**src/rtl/mips_ctrl_pkg.sv**
```systemverilog
// Shared encodings for the multicycle MIPS control path.
// Build option: define BNE_EN to add bne (opcode 0x05) to the dispatch table.
package mips_ctrl_pkg;

  localparam int unsigned STATE_W = 4;
  localparam int unsigned OPC_W   = 6;
  localparam int unsigned SEL_W   = 2;

  localparam logic [3:0] ALU_AND = 4'd0;
  localparam logic [3:0] ALU_OR  = 4'd1;
  localparam logic [3:0] ALU_NOR = 4'd2;
  localparam logic [3:0] ALU_ADD = 4'd3;
  localparam logic [3:0] ALU_SUB = 4'd4;
  localparam logic [3:0] ALU_SLL = 4'd5;
  localparam logic [3:0] ALU_SRL = 4'd6;
  localparam logic [3:0] ALU_LUI = 4'd7;

  localparam logic [OPC_W-1:0] OP_RTYPE = 6'h00;
  localparam logic [OPC_W-1:0] OP_J     = 6'h02;
  localparam logic [OPC_W-1:0] OP_BEQ   = 6'h04;
  localparam logic [OPC_W-1:0] OP_BNE   = 6'h05;
  localparam logic [OPC_W-1:0] OP_ADDI  = 6'h08;
  localparam logic [OPC_W-1:0] OP_ANDI  = 6'h0C;
  localparam logic [OPC_W-1:0] OP_ORI   = 6'h0D;
  localparam logic [OPC_W-1:0] OP_LUI   = 6'h0F;
  localparam logic [OPC_W-1:0] OP_LW    = 6'h23;
  localparam logic [OPC_W-1:0] OP_SW    = 6'h2B;

  localparam logic [OPC_W-1:0] FN_SLL = 6'h00;
  localparam logic [OPC_W-1:0] FN_SRL = 6'h02;
  localparam logic [OPC_W-1:0] FN_ADD = 6'h20;
  localparam logic [OPC_W-1:0] FN_SUB = 6'h22;
  localparam logic [OPC_W-1:0] FN_AND = 6'h24;
  localparam logic [OPC_W-1:0] FN_OR  = 6'h25;
  localparam logic [OPC_W-1:0] FN_NOR = 6'h27;

  localparam logic [SEL_W-1:0] SRCB_REG  = 2'd0;
  localparam logic [SEL_W-1:0] SRCB_FOUR = 2'd1;
  localparam logic [SEL_W-1:0] SRCB_SEXT = 2'd2;
  localparam logic [SEL_W-1:0] SRCB_ZEXT = 2'd3;

  localparam logic [SEL_W-1:0] PCSRC_ALU    = 2'd0;
  localparam logic [SEL_W-1:0] PCSRC_ALUOUT = 2'd1;
  localparam logic [SEL_W-1:0] PCSRC_JUMP   = 2'd2;

  typedef enum logic [STATE_W-1:0] {
    S_IDLE, S_FETCH, S_DECODE, S_MEMADDR, S_MEMREAD, S_MEMWB,
    S_MEMWRITE, S_EXEC_R, S_EXEC_I, S_ALU_WB, S_BRANCH, S_JUMP
  } state_t;

  // State entered after DECODE; S_FETCH means the opcode is unsupported.
  function automatic state_t dispatch(input logic [OPC_W-1:0] opcode);
    case (opcode)
      OP_LW, OP_SW:                     dispatch = S_MEMADDR;
      OP_RTYPE:                         dispatch = S_EXEC_R;
      OP_ADDI, OP_ANDI, OP_ORI, OP_LUI: dispatch = S_EXEC_I;
      OP_BEQ:                           dispatch = S_BRANCH;
`ifdef BNE_EN
      OP_BNE:                           dispatch = S_BRANCH;
`endif
      OP_J:                             dispatch = S_JUMP;
      default:                          dispatch = S_FETCH;
    endcase
  endfunction

endpackage

```
**src/rtl/alu_op_decoder.sv**
```systemverilog
// Combinational ALU operation / operand-B select / illegal-instruction decode
// for each control state.
module alu_op_decoder
  import mips_ctrl_pkg::*;
#(
  parameter int unsigned ALU_OP_W = 4
) (
  input  logic [STATE_W-1:0]  state,
  input  logic [OPC_W-1:0]    opcode,
  input  logic [OPC_W-1:0]    funct,
  output logic [ALU_OP_W-1:0] alu_operation_c,
  output logic [SEL_W-1:0]    alu_src_b_c,
  output logic                illegal_op_c
);

  always_comb begin
    alu_operation_c = '0;
    alu_src_b_c     = SRCB_REG;
    illegal_op_c    = 1'b0;
    case (state_t'(state))
      S_FETCH: begin
        alu_operation_c = ALU_OP_W'(ALU_ADD);
        alu_src_b_c     = SRCB_FOUR;
      end
      // Branch target precompute: the datapath applies the word shift to this operand.
      S_DECODE: begin
        alu_operation_c = ALU_OP_W'(ALU_ADD);
        alu_src_b_c     = SRCB_SEXT;
        illegal_op_c    = (dispatch(opcode) == S_FETCH);
      end
      S_MEMADDR: begin
        alu_operation_c = ALU_OP_W'(ALU_ADD);
        alu_src_b_c     = SRCB_SEXT;
      end
      S_EXEC_R: begin
        case (funct)
          FN_ADD:  alu_operation_c = ALU_OP_W'(ALU_ADD);
          FN_SUB:  alu_operation_c = ALU_OP_W'(ALU_SUB);
          FN_AND:  alu_operation_c = ALU_OP_W'(ALU_AND);
          FN_OR:   alu_operation_c = ALU_OP_W'(ALU_OR);
          FN_NOR:  alu_operation_c = ALU_OP_W'(ALU_NOR);
          FN_SLL:  alu_operation_c = ALU_OP_W'(ALU_SLL);
          FN_SRL:  alu_operation_c = ALU_OP_W'(ALU_SRL);
          default: illegal_op_c    = 1'b1;
        endcase
      end
      S_EXEC_I: begin
        case (opcode)
          OP_ADDI: begin
            alu_operation_c = ALU_OP_W'(ALU_ADD);
            alu_src_b_c     = SRCB_SEXT;
          end
          OP_ANDI: begin
            alu_operation_c = ALU_OP_W'(ALU_AND);
            alu_src_b_c     = SRCB_ZEXT;
          end
          OP_ORI: begin
            alu_operation_c = ALU_OP_W'(ALU_OR);
            alu_src_b_c     = SRCB_ZEXT;
          end
          OP_LUI: begin
            alu_operation_c = ALU_OP_W'(ALU_LUI);
            alu_src_b_c     = SRCB_ZEXT;
          end
          default: ;
        endcase
      end
      S_BRANCH: alu_operation_c = ALU_OP_W'(ALU_SUB);
      default: ;
    endcase
  end

endmodule

```
**src/rtl/multicycle_control.sv**
```systemverilog
// Multicycle MIPS control FSM driving the ALU, memory, PC and register file.
// Build option: BNE_EN enables the bne instruction (opcode 0x05).
module multicycle_control
  import mips_ctrl_pkg::*;
#(
  parameter int unsigned ALU_OP_W = 4
) (
  input  logic                clk,
  input  logic                reset,
  input  logic [OPC_W-1:0]    opcode,
  input  logic [OPC_W-1:0]    funct,
  input  logic                zero,
  input  logic                mem_ready,
  output logic [ALU_OP_W-1:0] alu_operation,
  output logic                alu_src_a,
  output logic [SEL_W-1:0]    alu_src_b,
  output logic [SEL_W-1:0]    pc_source,
  output logic                pc_en,
  output logic                i_or_d,
  output logic                mem_read,
  output logic                mem_write,
  output logic                ir_write,
  output logic                reg_dst,
  output logic                mem_to_reg,
  output logic                reg_write,
  output logic                illegal_op
);

  state_t               state;
  state_t               state_nxt;
  logic [ALU_OP_W-1:0]  dec_op;
  logic [SEL_W-1:0]     dec_srcb;
  logic                 dec_ill;

  alu_op_decoder #(.ALU_OP_W(ALU_OP_W)) u_dec (
    .state           (state),
    .opcode          (opcode),
    .funct           (funct),
    .alu_operation_c (dec_op),
    .alu_src_b_c     (dec_srcb),
    .illegal_op_c    (dec_ill)
  );

  always_ff @(posedge clk) begin
    if (!reset) state <= S_IDLE;
    else        state <= state_nxt;
  end

  // Reset low blanks every output in the same cycle, including pending write enables.
  always_comb begin
    state_nxt     = state;
    alu_operation = '0;
    alu_src_a     = 1'b0;
    alu_src_b     = SRCB_REG;
    pc_source     = PCSRC_ALU;
    pc_en         = 1'b0;
    i_or_d        = 1'b0;
    mem_read      = 1'b0;
    mem_write     = 1'b0;
    ir_write      = 1'b0;
    reg_dst       = 1'b0;
    mem_to_reg    = 1'b0;
    reg_write     = 1'b0;
    illegal_op    = 1'b0;
    if (reset) begin
      alu_operation = dec_op;
      alu_src_b     = dec_srcb;
      illegal_op    = dec_ill;
      case (state)
        S_IDLE: state_nxt = S_FETCH;
        S_FETCH: begin
          mem_read = 1'b1;
          ir_write = mem_ready;
          pc_en    = mem_ready;
          if (mem_ready) state_nxt = S_DECODE;
        end
        S_DECODE: state_nxt = dispatch(opcode);
        S_MEMADDR: begin
          alu_src_a = 1'b1;
          state_nxt = (opcode == OP_LW) ? S_MEMREAD : S_MEMWRITE;
        end
        S_MEMREAD: begin
          i_or_d   = 1'b1;
          mem_read = 1'b1;
          if (mem_ready) state_nxt = S_MEMWB;
        end
        S_MEMWB: begin
          reg_write  = 1'b1;
          mem_to_reg = 1'b1;
          state_nxt  = S_FETCH;
        end
        S_MEMWRITE: begin
          i_or_d    = 1'b1;
          mem_write = 1'b1;
          if (mem_ready) state_nxt = S_FETCH;
        end
        S_EXEC_R: begin
          alu_src_a = 1'b1;
          state_nxt = dec_ill ? S_FETCH : S_ALU_WB;
        end
        S_EXEC_I: begin
          alu_src_a = 1'b1;
          state_nxt = S_ALU_WB;
        end
        // IR is stable for the whole instruction, so the opcode identifies the R-type path.
        S_ALU_WB: begin
          reg_write = 1'b1;
          reg_dst   = (opcode == OP_RTYPE);
          state_nxt = S_FETCH;
        end
        S_BRANCH: begin
          alu_src_a = 1'b1;
          pc_source = PCSRC_ALUOUT;
          pc_en     = (opcode == OP_BNE) ? ~zero : zero;
          state_nxt = S_FETCH;
        end
        S_JUMP: begin
          pc_source = PCSRC_JUMP;
          pc_en     = 1'b1;
          state_nxt = S_FETCH;
        end
        default: state_nxt = S_IDLE;
      endcase
    end
  end

endmodule

```
**config.mk**
```make
export PLATFORM = sky130hd
export DESIGN_NAME = multicycle_control
export DESIGN_NICKNAME = d
export VERILOG_FILES = /design/src/rtl/mips_ctrl_pkg.sv /design/src/rtl/alu_op_decoder.sv /design/src/rtl/multicycle_control.sv
export SDC_FILE = /design/constraint.sdc
export NUM_CORES = 1
export LEC_CHECK = 0
export CORE_ASPECT_RATIO = 0.75
export CORE_MARGIN = 2
export CORE_UTILIZATION = 44
export CTS_CLUSTER_SIZE = 40
export DETAILED_ROUTE_END_ITERATION = 10
export GPL_TIMING_DRIVEN = 0
export PLACE_DENSITY = 0.79
export SYNTH_ARGS = -nofsm -noshare
export SYNTH_HDL_FRONTEND = slang
export SYNTH_HIERARCHICAL = 1
export SYNTH_SLANG_ARGS = --single-unit
```
**constraint.sdc**
```tcl
create_clock -name clk -period 2.1 [get_ports clk]
set_clock_uncertainty 0.2 [all_clocks]
set_input_delay 0.315 -clock clk [delete_from_list [all_inputs] [get_ports clk]]
set_output_delay 0.315 -clock clk [all_outputs]
set_load 0.05 [all_outputs]
```
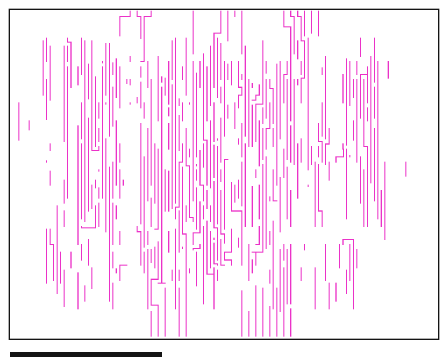
**Above:** run 1 (M2 wires).
Bar = 20 um.
175 nets have wire on it. The layer carries 1670 um of wire. The longest straight run is 25.8 um. The layer holds 49% of the routed length.

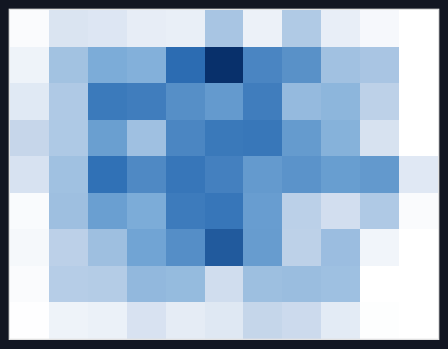
**Above:** run 1 (signal metal coverage by tile).
The die is cut into 11 by 9 equal tiles; white is low, dark blue is high, scaled to the fullest tile. Values are wire area over tile area, all layers added.
The mean over all tiles is 0.23. The densest ninth of the die: center. The fullest tile reaches 0.65. The emptiest ninth of the die: south-east. 10% of the tiles are nearly empty.

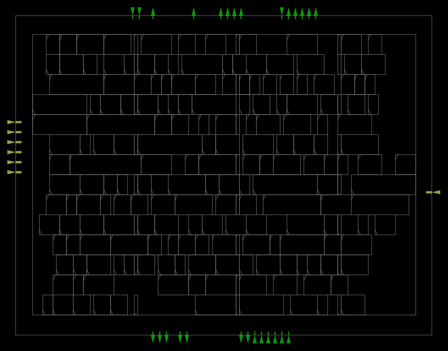
**Above:** run 1 (placement view).
fraction of area in registers: 0.0587
Non-Filler Instances: 211

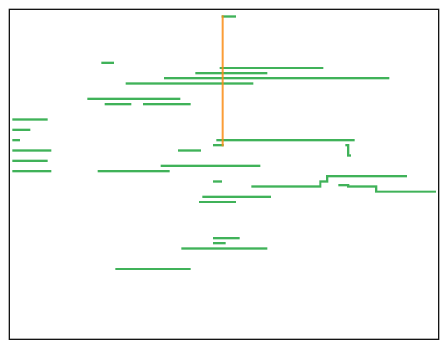
**Above:** run 1 (wiring by layer).
Only two layers are drawn.
metal 3: drawn in green, wire length 234 um. metal 4: drawn in orange, wire length 17.0 um.

==> results.txt, run 1 <==
Observations from the implementation run.

Critical path:
- STA classifies the critical path startpoint as a flop.
- Grouping stages by cell kind, the critical path spends the most delay in simple AND/OR/NAND/NOR gates.
- In this run the critical register-to-register path is launched from state[2].
- The critical path maximum fanout is 7.
- The run gives the stage delay of the slowest cell on the critical path as 360 ps.
- The worst-case reg-to-reg setup slack stands at 170 ps.
- The endpoint identified for the worst register-to-register timing path is state[3].
- The run gives the worst path buffer plus inverter count as 1.
- For this design, the slowest cell found on the critical path is dfxtp_4.
- Following the worst setup path forward leads to its endpoint at alu_src_b[0].
- The run gives the required time of the critical path as 1580 ps.
- The worst setup path is captured at a primary output.

Power and ir drop:
- The run puts the power density over the cells at 504 nW/um2.
- The run puts the total chip power at 0.000773 W.
- The run gives the worst voltage drop across the vdd grid as 0.000599 V.

Cells and area:
- The run gives the number of non-clock inverters as 6.
- The run gives the largest register by flop count as state.
- The run puts the proportion of cell area spent on the clock network at 0.0147.
- The sequential cells in the finished layout cover a total of 90.1 um2.
- The run gives the clock buffer count as 3.
- The run puts the post-route core utilization at 0.775.
- The run gives the area share of buffers outside the clock network as 0.321.
- The run puts the number of flip-flops in the largest register at 4.
- The run puts the number of sequential cells in the layout at 4.
- The run puts the layout filler cell count at 137.

Floorplanning:
- The floorplan has 14 rows.
- The run gives the count of boundary I/O pins as 34.
- According to the floorplan report, the die width is 56.5 um.
- According to the floorplan report, the total die area is 2450 um2.
- The run gives the core footprint as 1980 um2.
- The run puts the die height at 43.4 um.

Global routing:
- For this run the aggregate overflow at the end of global routing stands at 0.
- The run gives the global-route usage over all layers as 0.245.
- The run puts the global-route wire length before repair at 4780 um.
- The run puts the initial antenna violation count at 0.

Yosys:
- The run gives the post-synthesis register bit count as 4.
- The run gives the proportion of synthesized flip-flops having asynchronous set or reset as 0.
- The main area contributors are nor2_1 (10%), dfxtp_1 (8.8%), and2_1 (6.2%).
- The run gives the share of Yosys cell area claimed by the top area cell type as 0.103.
- The synthesis log from Yosys contains 6 warnings.
- The run gives the synthesized net count as 157.
- The run gives the most common cell in the synthesized netlist as nor2_1.
- The run gives the yosys stat cell total as 141.
- Summed over all instances, the cell type with the most area after synthesis is nor2_1.
- The run puts the share of synthesized area occupied by flip-flops and latches at 0.0882.
- The run puts the count of flip-flops with a built-in enable after synthesis at 0.
- The run puts the synthesized area per cell at 6.44 um2.
- The run puts the cell count after synthesis at 141.
- The netlist uses 51 different library cells.
- The run gives the yosys stat chip area as 908 um2.

Run status:
- The final reports fail on setup timing.
- The run finished, with violations left.

Clock network:
- The run puts the clock latency at the later pin of the worst-skew pair at 240 ps.
- The run gives the root buffer cell as clkbuf_4.
- TritonCTS built the clock tree.
- The run puts the post-CTS clock slew at the launch and capture registers of the worst setup and hold paths at 40 ps.
- The run gives the clock buffer count from CTS as 3.
- The run gives the deepest level of the CTS H-tree as 1.

Job:
- The run gives the number of max-capacitance violations reported as 0.
- Warnings raised by the tools during the run amount to 29.

Placement:
- The placed instances occupy a cell area of 1270 um2.
- In this run, placement finished with an instance count of 196.

Detailed routing:
- In the log, the iteration count for the first detailed-route pass is 4.
- The count of nets left with antenna violations once routing finished came out at 0.
- Summed over all nets, wire length on met3 after detailed routing comes to 234 um.
- The run gives the post-detailed-route DRC marker count as 0.
- The run gives the total number of vias as 1279.
- The run puts the total wirelength of the detailed-routed design at 3440 um.
- The run gives the routed length on met2 as 1670 um.
- The run gives the final routed wire length divided by cell count as 16.3 um.

Worst hold path:
- The run gives the launch instance of the worst min-delay path as reset.
- The run gives the sink of the worst hold path as state[3].
- The worst hold path was traced through 3 stages.

Final timing:
- The run puts the highest clock frequency the design can meet at 458 MHz.
- The run puts the post-route clock period utilization at 1.04.
- The run puts the summed negative setup slack over all endpoints at -183 ps.
- In the final report, the number of endpoints failing setup comes to 4.
- In the post-route analysis, the smallest setup slack over all paths is -81.2 ps.
- For reference, the final report shows the max-slew violation count at 0.
==> run 1: metal layers <==
| metal | vias to the layer above | global-route usage |
|---|---|---|
| met2 | 54 | 0.367 |
| met1 | 608 | 0.358 |
| met4 | 0 | 0.0381 |
| met5 | - | 0 |
| met3 | 2 | 0.0687 |
| li1 | 615 | - |
==> run 1: cell families after synthesis <==
logic type	count (synthesis)	share of synthesized area
AOI/OAI and AO/OA	35	0.275
xor gates and xnor gates	2	0.0193
buffers and inverters	14	0.0923
DFF	4	0.0882
muxes	2	0.0234
other	1	0.00413
and+or+nand+nor	83	0.497
==> run 1: power breakdown <==
part           switching (W)  internal [W]
clock              0.0000317     0.0000639
sequential         0.0000240     0.0000899
combinational       0.000325      0.000238
total               0.000381      0.000391
## Run 2: what changed since run 1
--- a/config.mk
+++ b/config.mk
@@ -8,6 +8,7 @@
 export CORE_ASPECT_RATIO = 0.75
 export CORE_MARGIN = 2
 export CORE_UTILIZATION = 44
+export CTS_CLUSTER_DIAMETER = 30
 export CTS_CLUSTER_SIZE = 40
 export DETAILED_ROUTE_END_ITERATION = 10
 export GPL_TIMING_DRIVEN = 0
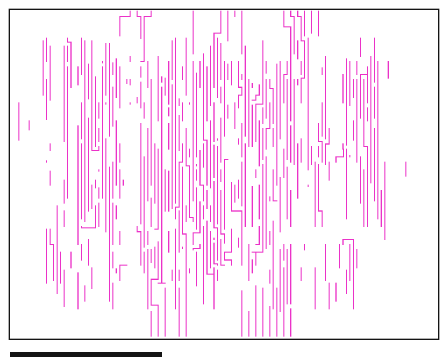
**Above:** run 2 (M2 wires).
Bar = 20 um.
175 nets have wire on it. The layer holds 49% of the routed length. The layer carries 1670 um of wire. The wires run mostly vertical. The longest straight run is 25.8 um.

==> run 2 against run 1 <==
Effect of this change:
- the run still ends with setup timing left
- critical path depth unchanged
- via count unchanged
- register-to-register slack about the same
- utilization unchanged
- clock power about the same
- largest cell class unchanged
- highest routed layer unchanged
==> results.txt, run 2 <==
Observations from the implementation run.

Detailed routing:
- The run gives the number of antenna-violating nets in the routed design as 0.
- The run puts the number of detailed-routing iterations run before antenna repair at 4.
- The run puts the length of routed met3 wiring at 234 um.
- The run puts the total wirelength of the detailed-routed design at 3440 um.
- Dividing the detail-routed via count by the number of cells gives 6.06.
- The script logs the mean routed wire length per placed instance as 16.3 um.
- The detailed router placed 1279 vias in this run.
- The run gives the post-detailed-route DRC marker count as 0.
- The run gives the routed length on met2 as 1670 um.

Floorplanning:
- The run puts the core footprint at 1980 um2.
- The run puts the die height at 43.4 um.
- The run gives the total die area as 2450 um2.
- In this run the core area contains 14 standard-cell rows.
- The run puts the count of boundary I/O pins at 34.
- Per the OpenROAD floorplan log, the width of the die is 56.5 um.

Placement:
- The run gives the count of placed standard cells including taps as 196.
- The run puts the placed instance area at 1270 um2.

Power and ir drop:
- Of the total power, combinational logic draws 0.729.
- The run gives the sequential cell fraction of total power as 0.147.
- The run gives the clock network fraction of total power as 0.124.
- The run puts the switching share of total power at 0.493.
- In this run the power spent charging and discharging nets is 0.000381 W.
- Sequential power for this build is 0.000114 W.
- The run puts the internal power component at 0.000391 W.
- The run gives the combinational gate power as 0.000563 W.
- The run gives the power density over the cells as 504 nW/um2.
- Per report_power, the top consumer among the power groups is combinational cells.
- The clock network consumes a total of 0.0000957 W.

Job:
- The run gives the number of max-capacitance violations reported as 0.
- The stage logs contain a warning count of 29.

Final timing:
- Derived from the worst setup path, the maximum achievable clock frequency is 458 MHz.
- The run gives the count of pins over their slew limit as 0.
- The run puts the summed negative setup slack over all endpoints at -183 ps.
- The run puts the number of setup violations in the final report at 4.
- In the post-route analysis, the smallest setup slack over all paths is -81.2 ps.

Yosys:
- The run gives the post-synthesis share of cell area spent on and-or and or-and gates as 0.275.
- In the synthesized netlist the async set-or-reset flop fraction comes to 0.
- The run puts the unique cell type count in the Yosys netlist at 51.
- The run puts the simple-gate portion of the synthesized area at 0.497.
- The synthesis stat section lists a flop and latch total of 4.
- After synthesis, the largest family of logic cells by area is simple AND/OR/NAND/NOR gates.
- After synthesis, the share of cell area in mux cells is 0.0234.
- For this run the top cell type by instance count after synthesis was nor2_1.
- The run gives the library cell occupying the most area in the post-synthesis netlist as nor2_1.
- The run gives the yosys stat cell total as 141.
- The run puts the area share of xor/xnor cells in the synthesized design at 0.0193.
- The main area contributors are nor2_1 (10%), dfxtp_1 (8.8%), and2_1 (6.2%).
- The run gives the synthesized area per cell as 6.44 um2.
- Counting every instance in the synthesized netlist gives 141.
- The run gives the yosys stat chip area as 908 um2.
- Synthesis produced a netlist with a net count of 157.
- Per the synthesis report, the adder-cell share of the synthesized area is 0.

Worst hold path:
- Looking at hold timing, the worst path starts from reset.
- The run puts the count of cells along the worst hold path at 3.
- STA shows the worst min-delay path finishing at state[3].

Clock network:
- The longest clock path from root to sink contains 2 buffers.
- The run gives the post-CTS clock slew at the launch and capture registers of the worst setup and hold paths as 40 ps.
- TritonCTS built the clock tree.
- The run gives the clock buffer count from CTS as 3.
- The run puts the deepest level of the CTS H-tree at 1.
- The run gives the clock latency at the later pin of the worst-skew pair as 240 ps.
- The root buffer cell chosen for the clock tree is clkbuf_4.

Global routing:
- The initial antenna violation count was 0.
- The first global-routing pass estimated 4780 um of wire.
- The run puts the global-route usage over all layers at 0.245.
- The via count of the first global-routing pass was 1017.
- The run gives the largest net degree at the start of global routing as 15.

Cells and area:
- Once layout is complete, the utilization of the core stands at 0.775.
- The final report lists a non-filler cell total of 211.
- After the last flow step, the layout net total stands at 205.
- The register with the most flip-flops in the layout has 4 of them.
- The run puts the layout filler cell count at 137.
- state holds more flip-flops than any other register.

Run status:
- The checks that failed: setup timing.
- The flow ran to the end, but the final reports show violations.

Critical path:
- Per the timing report, the most critical flop-to-flop path finishes at state[3].
- The run gives the endpoint type of the worst setup path as a primary output.
- The run gives the setup slack of the worst register-to-register path as 170 ps.
- For reference, the critical path is captured by alu_src_b[0].
- The run gives the critical register-to-register path startpoint as state[2].
- STA classifies the critical path startpoint as a flop.
- The run puts the required time of the critical path at 1580 ps.
- Per the timing report, the biggest fanout along the worst path comes to 7.
==> run 2: cell counts in the layout (fill, tap and decap cells not counted) <==
Identical to the previous run, type by type.
==> run 2: metal layers <==
layer / global-route usage / up-vias
met1: 0.358 / 608
li1: - / 615
met3: 0.0687 / 2
met2: 0.367 / 54
met4: 0.0381 / 0
met5: 0 / -
==> run 2: layout make-up <==
cell class                      count  area (um2)  area share
Multi-Input combinational cell    123         873       0.569
Timing Repair Buffer               43         425       0.277
Sequential cell                     4        90.1      0.0587
Buffer                              8        67.6      0.0440
Tap cell                           24        30.0      0.0196
Inverter                            6        25.0      0.0163
Clock buffer                        3        22.5      0.0147
==> run 2: critical path, cell delays in order, from the launching register on <==
cell and delay (ps):
dfxtp_4 360, nand2b_4 160, nor4b_4 280, a31oi_1 120
nor3_1 150, and2_1 190, buf_6 170
Power is estimated from default activity; no workload was simulated.
